===== config.mk =====
export PLATFORM = sky130hd
export DESIGN_NAME = serial_bit_tx
export DESIGN_NICKNAME = d
export VERILOG_FILES = /design/src/rtl/serial_bit_tx.sv
export SDC_FILE = /design/constraint.sdc
export NUM_CORES = 1
export LEC_CHECK = 0
export ABC_CLOCK_PERIOD_IN_PS = 3400
export CAP_MARGIN = 20
export CORE_ASPECT_RATIO = 0.5
export CORE_MARGIN = 2
export CORE_UTILIZATION = 35
export CTS_BUF_LIST = sky130_fd_sc_hd__clkbuf_2
export DETAILED_ROUTE_END_ITERATION = 8
export GPL_TIMING_DRIVEN = 1
export PLACE_DENSITY = 0.61
export SKIP_LAST_GASP = 1
export SYNTH_ARGS = -nofsm -noshare
export SYNTH_HDL_FRONTEND = slang
export SYNTH_SLANG_ARGS = --single-unit

===== constraint.sdc =====
create_clock -name i_clk -period 3.4 [get_ports i_clk]
set_input_delay 0.85 -clock i_clk [delete_from_list [all_inputs] [get_ports i_clk]]
set_output_delay 0.85 -clock i_clk [all_outputs]
set_load 0.02 [all_outputs]

===== src/rtl/serial_bit_tx.sv =====
// Parallel-to-serial transmitter: start bit (0), WIDTH data bits LSB first, stop bit (1),
// each bit held DIV cycles. All outputs are registered.
module serial_bit_tx #(
  parameter int WIDTH = 8,
  parameter int DIV   = 1
) (
  input  logic             i_clk,
  input  logic             i_rst_n,
  input  logic             i_valid,
  input  logic [WIDTH-1:0] i_data,
  output logic             o_ready,
  output logic             o_busy,
  output logic             o_d
);

  localparam int DW = (DIV   > 1) ? $clog2(DIV + 1)   : 1;
  localparam int CW = (WIDTH > 1) ? $clog2(WIDTH + 1) : 1;
  localparam logic [DW-1:0] DIV_LAST = DW'(DIV - 1);
  localparam logic [CW-1:0] BIT_LAST = CW'(WIDTH - 1);

  typedef enum logic [1:0] {
    IDLE,
    START,
    DATA,
    STOP
  } state_t;

  state_t           r_state, w_state;
  logic [DW-1:0]    r_div, w_div;
  logic [CW-1:0]    r_bitcnt, w_bitcnt;
  logic [WIDTH-1:0] r_shift, w_shift;
  logic [WIDTH-1:0] w_shift_shr;
  logic             r_d, w_d;
  logic             r_ready, w_ready;
  logic             r_busy, w_busy;
  logic             w_bit_end;

  assign w_bit_end   = (r_div == DIV_LAST);
  assign w_shift_shr = r_shift >> 1;

  // Next-state logic also computes the next registered output values, so o_d
  // already carries the level of the bit that the new state will hold.
  always_comb begin
    w_state  = r_state;
    w_div    = w_bit_end ? '0 : r_div + 1'b1;
    w_bitcnt = r_bitcnt;
    w_shift  = r_shift;
    w_d      = r_d;
    w_ready  = r_ready;
    w_busy   = r_busy;
    case (r_state)
      IDLE: begin
        w_div = '0;
        if (i_valid && r_ready) begin
          w_state = START;
          w_shift = i_data;
          w_d     = 1'b0;
          w_ready = 1'b0;
          w_busy  = 1'b1;
        end
      end
      START: begin
        if (w_bit_end) begin
          w_state  = DATA;
          w_bitcnt = '0;
          w_d      = r_shift[0];
        end
      end
      DATA: begin
        if (w_bit_end) begin
          w_shift  = w_shift_shr;
          w_bitcnt = r_bitcnt + 1'b1;
          if (r_bitcnt == BIT_LAST) begin
            w_state = STOP;
            w_d     = 1'b1;
          end else begin
            w_d = w_shift_shr[0];
          end
        end
      end
      STOP: begin
        if (w_bit_end) begin
          w_state = IDLE;
          w_d     = 1'b1;
          w_ready = 1'b1;
          w_busy  = 1'b0;
        end
      end
      default: begin
        w_state = IDLE;
        w_div   = '0;
        w_d     = 1'b1;
        w_ready = 1'b1;
        w_busy  = 1'b0;
      end
    endcase
  end

  always_ff @(posedge i_clk) begin
    if (!i_rst_n) begin
      r_state  <= IDLE;
      r_div    <= '0;
      r_bitcnt <= '0;
      r_shift  <= '0;
      r_d      <= 1'b1;
      r_ready  <= 1'b1;
      r_busy   <= 1'b0;
    end else begin
      r_state  <= w_state;
      r_div    <= w_div;
      r_bitcnt <= w_bitcnt;
      r_shift  <= w_shift;
      r_d      <= w_d;
      r_ready  <= w_ready;
      r_busy   <= w_busy;
    end
  end

  assign o_d     = r_d;
  assign o_ready = r_ready;
  assign o_busy  = r_busy;

endmodule


**Selected gate families**

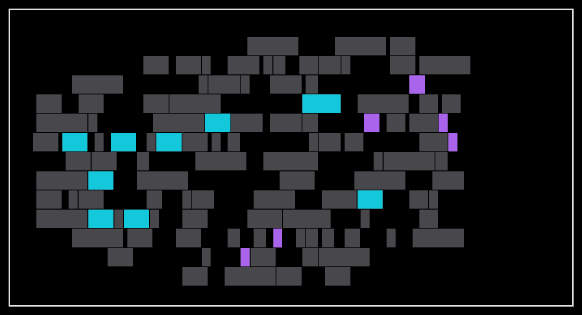
| colour | family | cells |
|---|---|---|
| purple | nor cells | 6 |
| cyan | non-inverting ao/oa cells | 9 |

**Pin placement**

The bar under the picture is 20 um long. Pins as bars across the die edge, other pins in grey.
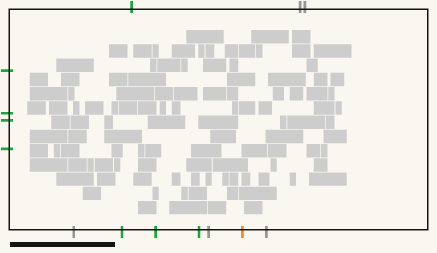
| colour | port | pins | direction | edge |
|---|---|---|---|---|
| orange | i_valid | 1 | input | south |
| green | i_data | 8 | input | 4 west, 3 south, 1 north |
all pins by edge: 7 south, 4 west, 3 north
input/output buffers: 13
vertical extent of the die: 41.8 um
width of the die: 79.7 um

==> reports/writeup.txt <==
The run finished with clean final reports. The maximum fanout along the worst path came out at 6. The run gives 1.13 ns as the setup slack after placement. The clock insertion delay at the later pin of the skew report came out at 0.30 ns. Counting distinct cell types in the post-synthesis netlist gives 33. The portion of total power attributed to combinational logic is 54.4%. The run gives 3330 um^2 for the die area. Of the total power, registers draw 35.0%. The endpoint of the worst setup timing path is o_ready.

After the flow finishes, the layout carries non-filler instances totaling 148. In the floorplan report the effective utilization is 37.8%. In this run the clock root is driven by a sky130_fd_sc_hd__clkbuf_2. With the final max-slew violation count at 0, the synthesized area is 1000 um^2. CTS reports a maximum clock tree buffer depth of 2. The final HPWL from detailed placement was 1220 um. In this run the critical path is formed by clkdlybuf4s50_1.

The power report lists cell-internal power as 0.532 mW. The run gives 99 for the number of standard cells after synthesis. After synthesis the netlist holds a flip-flop and latch count of 18. With the count of endpoints failing hold in the final timing report at 0, the share of synthesized area occupied by flip-flops and latches is 36.0%.

The floorplan net count was 116; the share of cells above drive strength 1 was 10.8%. Checking max transition, the worst relative margin is 35.5%. The kind of start point of the critical path is a flop. Of the total synthesized cell area, the portion taken by full adders, half adders and majority gates is 7.49%. Counting the warning lines in the Yosys log gives 0. The worst hold path stage count was 2; the core area was 2650 um^2. The run gives 1 for the total buffers and inverters traversed by the critical path. From the final report, the count of setup violators was given as 0. Of all flip-flops after synthesis, the portion carrying an async set or reset was 0%. The critical-path cell with the highest stage delay was sky130_fd_sc_hd__clkdlybuf4s50_1.

The post-placement cell area is 1140 um^2. The total tool warning count is 30. Placement row count: 13. After routing the design area is 1160 um^2. Classification of the worst setup path: flop to output port. With the number of buffers inserted to repair setup after CTS at 0, the switching power as a share of total power is 40.6%. Among the non-sequential cells, AND-OR/OR-AND gates take the most area. The final layout contains routed wiring with a total length of 1690 um. The final antenna diode tally reported by the flow is 0. The CTS sink count was 18. Sorting the synthesized cells by area gives the leading types as sky130_fd_sc_hd__dfxtp_1 (36%), sky130_fd_sc_hd__mux2i_1 (8.0%), sky130_fd_sc_hd__o211a_1 (8.0%). The number of cells on the critical path was 1; the count of hold-fix buffers inserted at cts was 0.

In the final run the clock tree shows a worst skew of 0.00219 ns. STA reports the tightest min-delay check as being of type flop to flop. Per the timing report, the most critical flop-to-flop path finishes at r_shift[7].

The run gives 0.967 ns for the slew at the pin with the worst max-slew slack. Broken down by cell family, the worst path's largest delay share belongs to buffers and inverters. Of the total power, the clock network draws 10.6%. Startpoint of the lowest-slack register-to-register path: r_state[0].

Per the log, the first TritonRoute iteration ended with a DRC count of 17. With the area fraction in and, or, nand and nor cells after synthesis at 16.0%, the number of antenna violations at the first check in global routing is 0. OpenROAD reports that the post-layout worst path occupies 67.7% of the period. The run gives 0 as the total overflow reported by the global router. The top cell type in the final layout, fill and taps aside, is sky130_fd_sc_hd__dfxtp_1.

The maximum clock rate came out at 0.434 GHz. The mean cell area of the mapped netlist was 10.1 um^2; the pin count of the biggest net entering global routing was 19. With the area fraction of the dominant cell type after synthesis at 36.0%, the post-layout minimum cycle time is 2.30 ns. The count of nets left with antenna violations once routing finished came out at 0.

Via count of the first global-routing pass: 629. Per the power-grid run, VDD falls by no more than 288 uV. The tally of max-capacitance violations is 0.

The synthesized design contains 0 enable-type register cells. 14 I/O pins were placed. The launch point of the worst min-delay path is recorded as o_d. Post-synthesis share of cell area spent on and-or and or-and gates: 24.6%. TritonCTS created 3 clock buffers. The run gives 1.10 ns as the setup slack of the critical path after layout. Post-synthesis mux area share: 10.2%. The iteration count recorded for the first detailed-route pass is 4. The total number of H-tree levels came out at 1.

The post-CTS clock slew at the launch and capture registers of the worst setup and hold paths was 0.18 ns.
layout make-up:
cell class              instances  area, um^2
clock buffers                   3        15.0
clock inverters                 1        3.75
fillers                       258        1490
inverters                       4        15.0
multi-input cells              72         588
flip-flops and latches         18         360
well taps                      37        46.3
repair buffers                 13         130
power by group through the flow:
stage,combinational (mW),sequential [mW],clock (mW)
3_5_place_dp,0.490,0.319,0
3_3_place_gp,0.485,0.319,0
5_1_grt,0.541,0.322,0.112
6_report,0.487,0.314,0.0947
4_1_cts,0.491,0.314,0.102
2_1_floorplan,0.414,0.327,0
flip-flops by register name, indices dropped and copies added, names as in the netlist:
signal and cells:
r_shift 8, r_bitcnt 4, r_div 1, o_d 1, o_ready 1, o_busy 1, r_state 2
stage by stage:
step | hold WS, ns | utilization [%] | power [mW]
after floorplan | 0.461 | - | 0.741
after global placement | 0.460 | 43.0 | 0.804
after detailed placement | 0.468 | 43.0 | 0.809
after CTS | 0.508 | 43.7 | 0.907
after global routing | 0.531 | 43.7 | 0.974
final | 0.501 | 43.7 | 0.896
worst register-to-register path, delay by kind of cell, from the launching register on:
kind,cells,cell delay [ns]
buffers and inverters,1,0.12
AND-OR/OR-AND,2,0.50
AND/OR/NAND/NOR,2,0.30
adder cells (fa/ha/maj),1,0.81
flip-flops,1,0.37
logic make-up (layout without fill, tap and decap cells):
group	after synthesis	in the layout
other cells	1	1
buf+inv	9	21
mux	10	10
simple gates	29	29
compound gates	26	26
fa+ha+maj	6	6
flops	18	18
layer usage:
metal  share of wire [%]  vias up  track usage, %
met5                   0        -               0
met4                 1.2        0            5.17
met3                 3.1        2            4.57
met2                  40       10            16.0
met1                  55      327            16.3
li1                    -      377               -
No activity file was given, so power comes from the tool's default toggle rates.
